File: config.mk
export PLATFORM = sky130hd
export DESIGN_NAME = axi_lite_master
export DESIGN_NICKNAME = d
export VERILOG_FILES = /design/src/rtl/axil_pkg.sv /design/src/rtl/axi_lite_master.sv
export SDC_FILE = /design/constraint.sdc
export NUM_CORES = 1
export LEC_CHECK = 0
export CELL_PAD_IN_SITES_DETAIL_PLACEMENT = 0
export CELL_PAD_IN_SITES_GLOBAL_PLACEMENT = 1
export CORE_ASPECT_RATIO = 1.75
export CORE_MARGIN = 1.5
export CORE_UTILIZATION = 30
export DETAILED_ROUTE_END_ITERATION = 10
export PLACE_DENSITY = 0.84
export SETUP_SLACK_MARGIN = 0.4
export SYNTH_ARGS = -nofsm -noshare
export SYNTH_HDL_FRONTEND = slang
export SYNTH_SLANG_ARGS = --single-unit
File: constraint.sdc
create_clock -name A_CLK -period 1.9 [get_ports A_CLK]
set_input_delay 0.38 -clock A_CLK [delete_from_list [all_inputs] [get_ports A_CLK]]
set_output_delay 0.38 -clock A_CLK [all_outputs]
set_load 0.005 [all_outputs]
File: src/rtl/axil_pkg.sv
// Shared AXI4-Lite definitions: response codes, default widths and the master FSM state type.
package axil_pkg;

  localparam int AXIL_ADDR_W = 32;
  localparam int AXIL_DATA_W = 32;

  localparam logic [1:0] RESP_OKAY   = 2'b00;
  localparam logic [1:0] RESP_SLVERR = 2'b10;
  localparam logic [1:0] RESP_DECERR = 2'b11;

  typedef enum logic [2:0] {
    ST_IDLE         = 3'd0,
    ST_WR_ADDR_DATA = 3'd1,
    ST_WR_RESP      = 3'd2,
    ST_RD_ADDR      = 3'd3,
    ST_RD_DATA      = 3'd4,
    ST_RSP          = 3'd5
  } axil_mst_state_e;

endpackage

File: src/rtl/axi_lite_master.sv
// Single-outstanding AXI4-Lite master: one command in, one AXI transaction out, one response back.
// Optional watchdog abort on a stalled AXI wait state when AXIL_MASTER_TIMEOUT_EN is defined.
module axi_lite_master
  import axil_pkg::*;
#(
  parameter int ADDR_WIDTH     = AXIL_ADDR_W,
  parameter int DATA_WIDTH     = AXIL_DATA_W,
  parameter int TIMEOUT_CYCLES = 16
) (
  input  logic                    A_CLK,
  input  logic                    A_RESET_n,
  input  logic                    CMD_VALID,
  output logic                    CMD_READY,
  input  logic                    CMD_WRITE,
  input  logic [ADDR_WIDTH-1:0]   CMD_ADDR,
  input  logic [DATA_WIDTH-1:0]   CMD_WDATA,
  input  logic [DATA_WIDTH/8-1:0] CMD_WSTRB,
  output logic                    RSP_VALID,
  input  logic                    RSP_READY,
  output logic [DATA_WIDTH-1:0]   RSP_RDATA,
  output logic [1:0]              RSP_RESP,
  output logic [ADDR_WIDTH-1:0]   AW_ADDR,
  output logic                    AW_VALID,
  input  logic                    AW_READY,
  output logic [DATA_WIDTH-1:0]   W_DATA,
  output logic [DATA_WIDTH/8-1:0] W_STRB,
  output logic                    W_VALID,
  input  logic                    W_READY,
  input  logic [1:0]              B_RESP,
  input  logic                    B_VALID,
  output logic                    B_READY,
  output logic [ADDR_WIDTH-1:0]   AR_ADDR,
  output logic                    AR_VALID,
  input  logic                    AR_READY,
  input  logic [DATA_WIDTH-1:0]   R_DATA,
  input  logic [1:0]              R_RESP,
  input  logic                    R_VALID,
  output logic                    R_READY
);

  if (TIMEOUT_CYCLES < 1) begin : g_bad_timeout
    $error("TIMEOUT_CYCLES must be at least 1");
  end

  axil_mst_state_e         state_q, state_d;
  logic                    aw_done_q, aw_done_d;
  logic                    w_done_q, w_done_d;
  logic [ADDR_WIDTH-1:0]   addr_q, addr_d;
  logic [DATA_WIDTH-1:0]   wdata_q, wdata_d;
  logic [DATA_WIDTH/8-1:0] wstrb_q, wstrb_d;
  logic [DATA_WIDTH-1:0]   rdata_q, rdata_d;
  logic [1:0]              resp_q, resp_d;
  logic                    aw_hs, w_hs;

`ifdef AXIL_MASTER_TIMEOUT_EN
  localparam int CNT_W = $clog2(TIMEOUT_CYCLES) + 1;
  logic [CNT_W-1:0] cnt_q, cnt_d;
  logic             wait_st;
`endif

  always_ff @(posedge A_CLK or negedge A_RESET_n) begin
    if (!A_RESET_n) begin
      state_q   <= ST_IDLE;
      aw_done_q <= 1'b0;
      w_done_q  <= 1'b0;
      addr_q    <= '0;
      wdata_q   <= '0;
      wstrb_q   <= '0;
      rdata_q   <= '0;
      resp_q    <= RESP_OKAY;
`ifdef AXIL_MASTER_TIMEOUT_EN
      cnt_q     <= '0;
`endif
    end else begin
      state_q   <= state_d;
      aw_done_q <= aw_done_d;
      w_done_q  <= w_done_d;
      addr_q    <= addr_d;
      wdata_q   <= wdata_d;
      wstrb_q   <= wstrb_d;
      rdata_q   <= rdata_d;
      resp_q    <= resp_d;
`ifdef AXIL_MASTER_TIMEOUT_EN
      cnt_q     <= cnt_d;
`endif
    end
  end

  assign aw_hs = AW_VALID && AW_READY;
  assign w_hs  = W_VALID && W_READY;

  always_comb begin
    state_d   = state_q;
    aw_done_d = aw_done_q;
    w_done_d  = w_done_q;
    addr_d    = addr_q;
    wdata_d   = wdata_q;
    wstrb_d   = wstrb_q;
    rdata_d   = rdata_q;
    resp_d    = resp_q;
    case (state_q)
      ST_IDLE: begin
        if (CMD_VALID) begin
          addr_d    = CMD_ADDR;
          wdata_d   = CMD_WDATA;
          wstrb_d   = CMD_WSTRB;
          aw_done_d = 1'b0;
          w_done_d  = 1'b0;
          state_d   = CMD_WRITE ? ST_WR_ADDR_DATA : ST_RD_ADDR;
        end
      end
      // AW and W complete independently; each VALID falls once its own handshake is recorded.
      ST_WR_ADDR_DATA: begin
        aw_done_d = aw_done_q || aw_hs;
        w_done_d  = w_done_q || w_hs;
        if (aw_done_d && w_done_d) state_d = ST_WR_RESP;
      end
      ST_WR_RESP: begin
        if (B_VALID) begin
          resp_d  = B_RESP;
          rdata_d = '0;
          state_d = ST_RSP;
        end
      end
      ST_RD_ADDR: begin
        if (AR_READY) state_d = ST_RD_DATA;
      end
      ST_RD_DATA: begin
        if (R_VALID) begin
          rdata_d = R_DATA;
          resp_d  = R_RESP;
          state_d = ST_RSP;
        end
      end
      ST_RSP: begin
        if (RSP_READY) state_d = ST_IDLE;
      end
      default: state_d = ST_IDLE;
    endcase

`ifdef AXIL_MASTER_TIMEOUT_EN
    // A completing handshake wins over the watchdog in the same cycle.
    wait_st = (state_q == ST_WR_ADDR_DATA) || (state_q == ST_WR_RESP) ||
              (state_q == ST_RD_ADDR) || (state_q == ST_RD_DATA);
    if (wait_st && (state_d == state_q) && (cnt_q == CNT_W'(TIMEOUT_CYCLES - 1))) begin
      state_d = ST_RSP;
      resp_d  = RESP_DECERR;
      rdata_d = '0;
    end
    cnt_d = (state_d != state_q) ? '0 : cnt_q + 1'b1;
`endif
  end

  always_comb begin
    CMD_READY = 1'b0;
    AW_VALID  = 1'b0;
    W_VALID   = 1'b0;
    B_READY   = 1'b0;
    AR_VALID  = 1'b0;
    R_READY   = 1'b0;
    RSP_VALID = 1'b0;
    case (state_q)
      ST_IDLE:         CMD_READY = A_RESET_n;
      ST_WR_ADDR_DATA: begin
        AW_VALID = !aw_done_q;
        W_VALID  = !w_done_q;
      end
      ST_WR_RESP:      B_READY   = 1'b1;
      ST_RD_ADDR:      AR_VALID  = 1'b1;
      ST_RD_DATA:      R_READY   = 1'b1;
      ST_RSP:          RSP_VALID = 1'b1;
      default:         CMD_READY = 1'b0;
    endcase
  end

  assign AW_ADDR   = addr_q;
  assign AR_ADDR   = addr_q;
  assign W_DATA    = wdata_q;
  assign W_STRB    = wstrb_q;
  assign RSP_RDATA = rdata_q;
  assign RSP_RESP  = resp_q;

endmodule
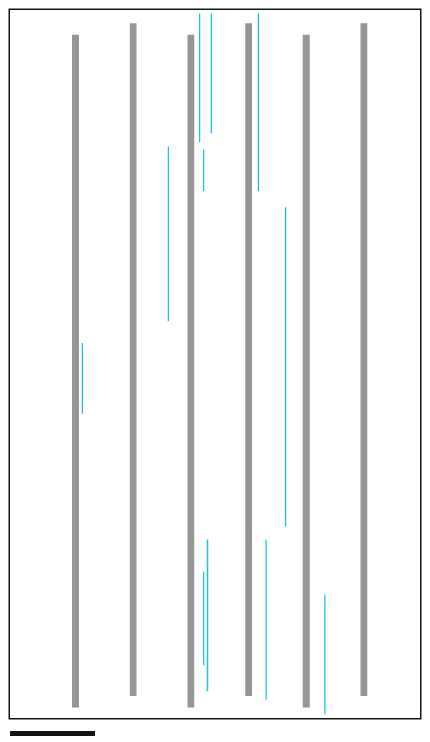
**Above:** run 1 (metal 4).
Scale bar: 20 um. Supply wires on this layer in grey.
wire length on this layer: 363 um
nets with wire on the layer: 10
main direction: vertical

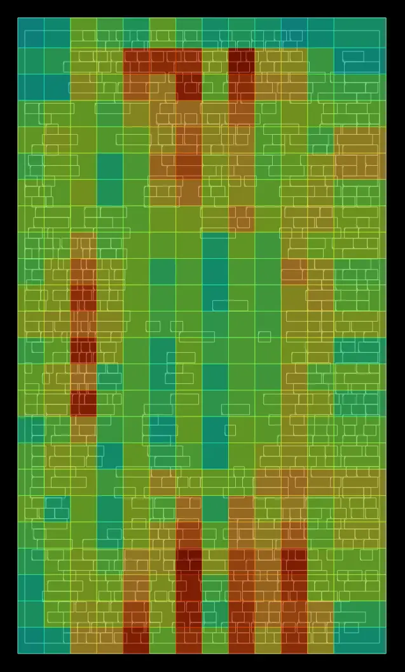
**Above:** run 1 (track usage over the die).
met1 GRT Util: 18.7%
layer with the highest usage: met2

==> notes.md, run 1 <==
Physical implementation

The plain and repair buffers instantiated in the layout total 338. Among all cell types in the netlist, the one instantiated most often is sky130_fd_sc_hd__dfrtp_1. The number of cells traversed by the worst register-to-register path is 8. The launching element type of the critical path is a flip-flop. The slowest cell on the critical path is sky130_fd_sc_hd__dfrtp_2. After detailed routing, the wire length on met1 is 5350 um. The layout has 10 clock buffers. The count of maximum capacitance violations is 0. After detailed routing, no signal wire sits above met4. From synthesis to final layout, the design area changed by 75.8%. Post-synthesis, Yosys gives the total cell area as 0.00459 mm^2. The critical-path maximum fanout is 6. The internal power of the cells totals 8.61 mW. The switching share of power is 30.5%. The final total negative setup slack is 0 ns. For this block, the via count after detailed routing is 3646. The number of logic gates is 149. Total power for the finished layout comes to 12.4 mW. The flow ran to the end, and the final reports show no timing, DRC or antenna violations. The hold buffer count at CTS is 0. The area fraction in compound gates is 8.29%.

The clock-pin slew on the worst setup and hold paths is 0.08 ns. In this run, CTS created clock tree buffers numbering 9. The number of nets still failing antenna checks after routing is 0.

The die is 167 um tall. The global placer's final weighted congestion is 0.817. The worst-margin pin slew is 0.590 ns. In this run the power density over the cells is 1540 mW/mm^2.

Of the total standard cell area in the layout, the sequential portion is 33.3%. In the finished design, the share of the clock period the worst path needs comes to 93.9%. The combinational share of cell area is 19.8%. The final timing report lists clock skew as 0.0110 ns. The kind of critical path is reg2reg. The synthesized design spends more area on one cell type than any other, namely sky130_fd_sc_hd__dfrtp_1. The clock network burns 14.7% of the power. The synthesized net count is 422.

The path type of the worst min-delay path is in2async. In the final layout, the multi-input gates occupy 0.00160 mm^2. Headroom to the max-slew limit came out at 60.7%. The kind of cell with the highest combined delay along the critical path is buffers and inverters. The post-route non-filler standard cell count is 794. The end-of-flow timing check tallies setup violations at 0.

Summed over all sequential cells, the power is 3.98 mW. The final period demand of the worst path is 1.78 ns. The fraction of final layout cells sized beyond drive strength 1 is 33.2%. The sequential cell count is 107. Counting flops and latches in the post-synthesis netlist gives 107.

The CTS sink count is 107. Routing resource usage on met3 recorded by global route was 4.06%. The clock network power is 1.82 mW. The cell count after synthesis is 308. The global-route wire length before repair is 21500 um. The leakage dissipation is 3.84 nW. The highest clock rate this design can be run at is 561 MHz. The area fraction of clock buffers and clock inverters is 3.52%.

The maximum ir drop on the vdd rail is 0.000563 V. By area the synthesized netlist is led by sky130_fd_sc_hd__dfrtp_1 58%, sky130_fd_sc_hd__mux2_2 12%, sky130_fd_sc_hd__mux2_4 6.5%, sky130_fd_sc_hd__a22o_1 6.1%, sky130_fd_sc_hd__buf_4 6.1%. The signal on the critical path passes through buf_6, nor3_4, buf_4, and2_4, buf_12, buf_12, buf_16, mux2_4. The placed wire-length estimate is 9250 um.

In this run the register-to-register setup slack is 0.12 ns. The total placed instance area is 0.00702 mm^2. The number of resized instances in the post-cts repair step is 200. Entering global routing, the biggest net connects 108 pins. The global-route usage over all layers is 18.0%. In the final report, the number of hold violations comes to 0.

The via count of the first global-routing pass is 3990. Looking at the post-CTS report, the setup buffer insertion count equals 58. The synthesis run shows the most used standard cells to be 107 x sky130_fd_sc_hd__dfrtp_1, 50 x sky130_fd_sc_hd__mux2_2, 37 x sky130_fd_sc_hd__buf_4.

The core region is 0.0149 mm^2. The synthesis report gives the async set-or-reset register share as 100%. Once the floorplan was initialized, standard cells occupied 30.8% of the core.

The number of placement rows is 59. Multiplexer cells account for 19.3% of the synthesized area. The biggest power consumer among the groups is combinational cells. The die is 96.5 um wide. The adder-cell area share of the yosys netlist is 0%.

The number of warning messages in the yosys log is 0. The final design instance area without fill is 0.00806 mm^2. The part of the total power dissipated in combinational logic is 53.1%. At the later pin of the worst-skew pair, clock insertion delay measures 0.34 ns.
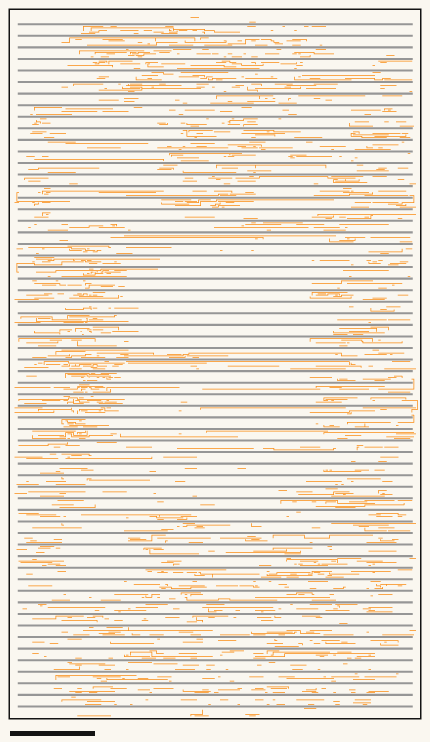
**Above:** run 1 (M1 wires).
Scale bar: 20 um. Supply wires on this layer in grey.
share of all routed wire: 36%
nets with wire on the layer: 616
longest straight run: 52.4 um
main direction: horizontal

==> run 2, diff against run 1 <==
- CTS_BUF_LIST: default -> sky130_fd_sc_hd__clkbuf_2 sky130_fd_sc_hd__clkbuf_4 sky130_fd_sc_hd__clkbuf_8
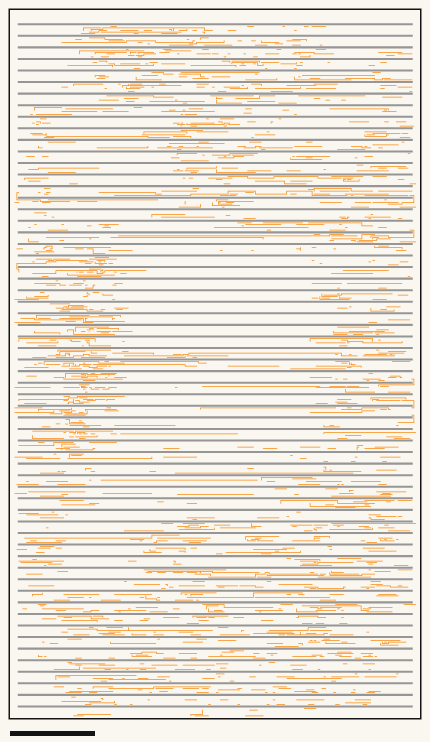
**Above:** run 2 (M1 wires).
Scale bar: 20 um. Supply wires on this layer in grey.
share of all routed wire: 36%
wire length on this layer: 5270 um

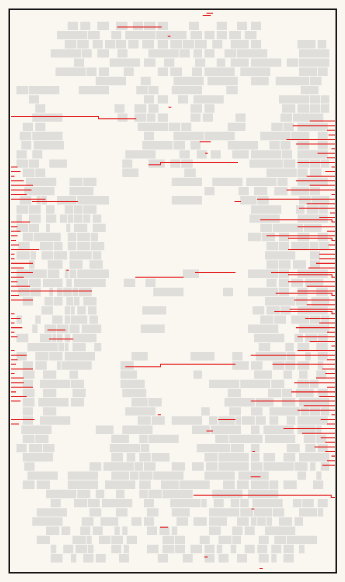
**Above:** run 2 (M3 wires).
Cells faint in the background.
nets with wire on the layer: 136
wire length on this layer: 1030 um

==> run 2 against run 1 <==
Net effect:
- first-iteration DRC count shrank 2.1%
- area after synthesis unchanged
- clock power shrank 25%
- fmax shrank 0.73%
- cell count grew 0.50%
- largest cell class unchanged
- global-route usage decreased by 0.21 points
- final area shrank 2.4%
- sequential cell count unchanged
==> notes.md, run 2 <==
Physical implementation

The flow ran to the end, and the final reports show no timing, DRC or antenna violations. The launching element type of the critical path is a flip-flop. The post-route fraction of the period consumed by the critical path is 94.5% (+0.69 points). The number of resized instances in the post-cts repair step is 205 (+2.5%). The synthesized net count is 422 (unchanged). The internal power of the cells is 8.07 mW (-6.3%). The CTS sink count is 107 (unchanged).

The total power consumption of the routed design is 11.8 mW (-4.9%). The placeable core region is 0.0149 mm^2 (unchanged). The post-route non-filler standard cell count is 798 (+0.50%). The total power divided by cell area was 1500 mW/mm^2 (-2.6%).

The chip area line of the yosys report is 0.00459 mm^2 (unchanged). The area growth from synthesis to layout is 71.7%. The final period demand of the worst path came to 1.80 ns (+0.0130 ns). The fraction of synthesis flops using an asynchronous set or reset pin is 100% (unchanged). The layer flagged by global routing as most heavily used is met2. The multi-input gate area in the final layout is 0.00157 mm^2 (-2.2%). The global routing met3 resource utilization is 4.38% (+0.32 points). The maximum number of pins on one net before global-route repair is 108 (unchanged). The number of synthesized register bits is 107 (unchanged). The post-synthesis mux area share is 19.3% (unchanged). The area fraction of clock buffers and clock inverters is 2.32% (-1.2 points). The sum of routed wire segments on met1 is 5270 um (-1.4%). The clock network power came to 1.36 mW (-25%). The register fraction of the total cell area is 34.1% (+0.81 points). The fraction of final layout cells sized beyond drive strength 1 is 36.7% (+3.5 points). The buffers inserted during post-CTS setup optimization came to 61 (+5.2%). The family of cells with the greatest summed delay on the critical path is buffers and inverters. The clock-pin slew on the worst setup and hold paths is 0.11 ns (+0.03 ns). The number of logic gates was 149 (unchanged).

The final setup violation count was 0 (unchanged). The cell count after synthesis is 308 (unchanged). The clock latency reported for the late side of the worst-skew pair is 0.36 ns (+0.02 ns). Walking the worst path, the cells encountered are buf_6, nor3_4, buf_4, and2_4, buf_12, buf_12, buf_16, mux2_4. On the critical path, the stage with the largest delay is an instance of sky130_fd_sc_hd__dfrtp_2. The adder-cell area share of the yosys netlist was 0% (unchanged). The hold buffer count at CTS is 0 (unchanged). In the post-synthesis netlist, the cell with the most instances is sky130_fd_sc_hd__dfrtp_1. The critical-path maximum fanout was 6 (unchanged). The switching share of power is 31.5% (+1.0 points). Ranked by instance count, the synthesized netlist is headed by 107 x sky130_fd_sc_hd__dfrtp_1, 50 x sky130_fd_sc_hd__mux2_2, 37 x sky130_fd_sc_hd__buf_4. The placed wire-length estimate was 9250 um (unchanged). The via count of the first global-routing pass came to 3997 (+0.18%). The count of non-CTS buffers in the layout is 342 (+1.2%). The final design instance area without fill is 0.00787 mm^2 (-2.4%).

The via count is 3656 (+0.27%). The number of placement rows came to 59 (unchanged). The final total negative setup slack is 0 ns (unchanged). The global-route usage over all layers is 17.8% (-0.21 points).

The number of nets still failing antenna checks after routing is 0 (unchanged).
==> run 3, diff against run 2 <==
- CAP_MARGIN: default -> 20
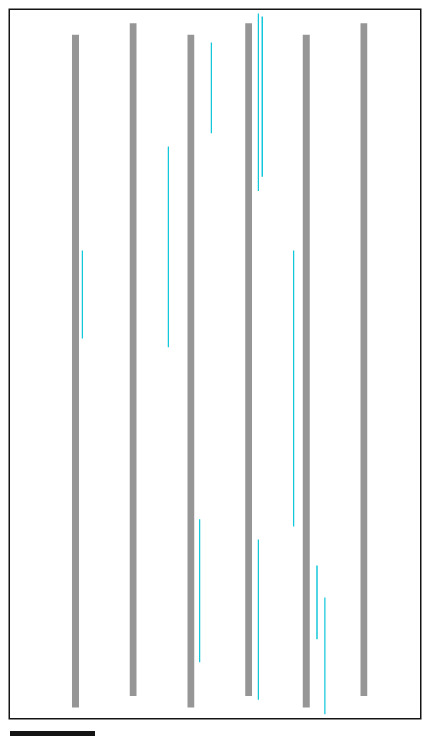
**Above:** run 3 (metal 4).
Scale bar: 20 um. Supply wires on this layer in grey.
nets with wire on the layer: 10
share of all routed wire: 2.4%
main direction: vertical
longest straight run: 64.6 um
wire length on this layer: 347 um

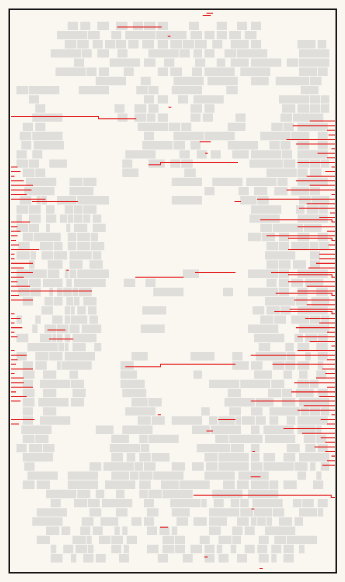
**Above:** run 3 (M3 wires).
Cells faint in the background.
main direction: horizontal
share of all routed wire: 7.0%
wire length on this layer: 1030 um
longest straight run: 40.7 um

==> run 3 against run 2 <==
Net effect:
- die size unchanged
- clock skew unchanged
- fmax unchanged
- non-clock buffer count unchanged
- global-route usage unchanged
- synthesized cell count unchanged
- wire length unchanged
- cell count unchanged
- core utilization unchanged
==> notes.md, run 3 <==
Physical implementation

The internal power of the cells was 8.07 mW (unchanged). The placed wire-length estimate is 9250 um (unchanged). The count of non-CTS buffers in the layout was 342 (unchanged). Per the STA report, the cell with the highest stage delay on the worst path is sky130_fd_sc_hd__dfrtp_2.

The area fraction of clock buffers and clock inverters is 2.32% (unchanged). The register fraction of the total cell area is 34.1% (unchanged). The post-route fraction of the period consumed by the critical path is 94.5% (unchanged). The number of resized instances in the post-cts repair step is 205 (unchanged).

The synthesized net count is 422 (unchanged). The chip area line of the yosys report was 0.00459 mm^2 (unchanged). The number of placement rows came to 59 (unchanged). The via count is 3656 (unchanged).

The clock network power was 1.36 mW (about the same). The total power divided by cell area is 1500 mW/mm^2 (unchanged). The adder-cell area share of the yosys netlist was 0% (unchanged). The family of cells with the greatest summed delay on the critical path is buffers and inverters. The hold buffer count at CTS is 0 (unchanged). The total power consumption of the routed design is 11.8 mW (unchanged). The final setup violation count is 0 (unchanged). The switching share of power is 31.5% (unchanged). The number of logic gates came to 149 (unchanged). The clock-pin slew on the worst setup and hold paths came to 0.11 ns (about the same). The number of nets still failing antenna checks after routing is 0 (unchanged). The post-route non-filler standard cell count is 798 (unchanged). The critical-path maximum fanout is 6 (unchanged). The number of synthesized register bits is 107 (unchanged). After synthesis, the most frequently instantiated cells are 107 x sky130_fd_sc_hd__dfrtp_1, 50 x sky130_fd_sc_hd__mux2_2, 37 x sky130_fd_sc_hd__buf_4.

Per STA, the worst path is made up of buf_6, nor3_4, buf_4, and2_4, buf_12, buf_12, buf_16, mux2_4. The via count of the first global-routing pass is 3997 (unchanged). The placeable core region is 0.0149 mm^2 (unchanged). The most frequently used library cell after synthesis is sky130_fd_sc_hd__dfrtp_1. The maximum number of pins on one net before global-route repair is 108 (unchanged). The fraction of final layout cells sized beyond drive strength 1 came to 36.7% (unchanged). The multi-input gate area in the final layout was 0.00157 mm^2 (unchanged). The final design instance area without fill came to 0.00787 mm^2 (unchanged). STA classifies the critical path startpoint as a flip-flop. The global-route usage over all layers is 17.8% (unchanged).

The run finished with clean final reports. The buffers inserted during post-CTS setup optimization is 61 (unchanged). The global router reports that the layer with the highest usage is met2. The sum of routed wire segments on met1 came to 5270 um (unchanged).
No activity file was given, so power comes from the tool's default toggle rates.
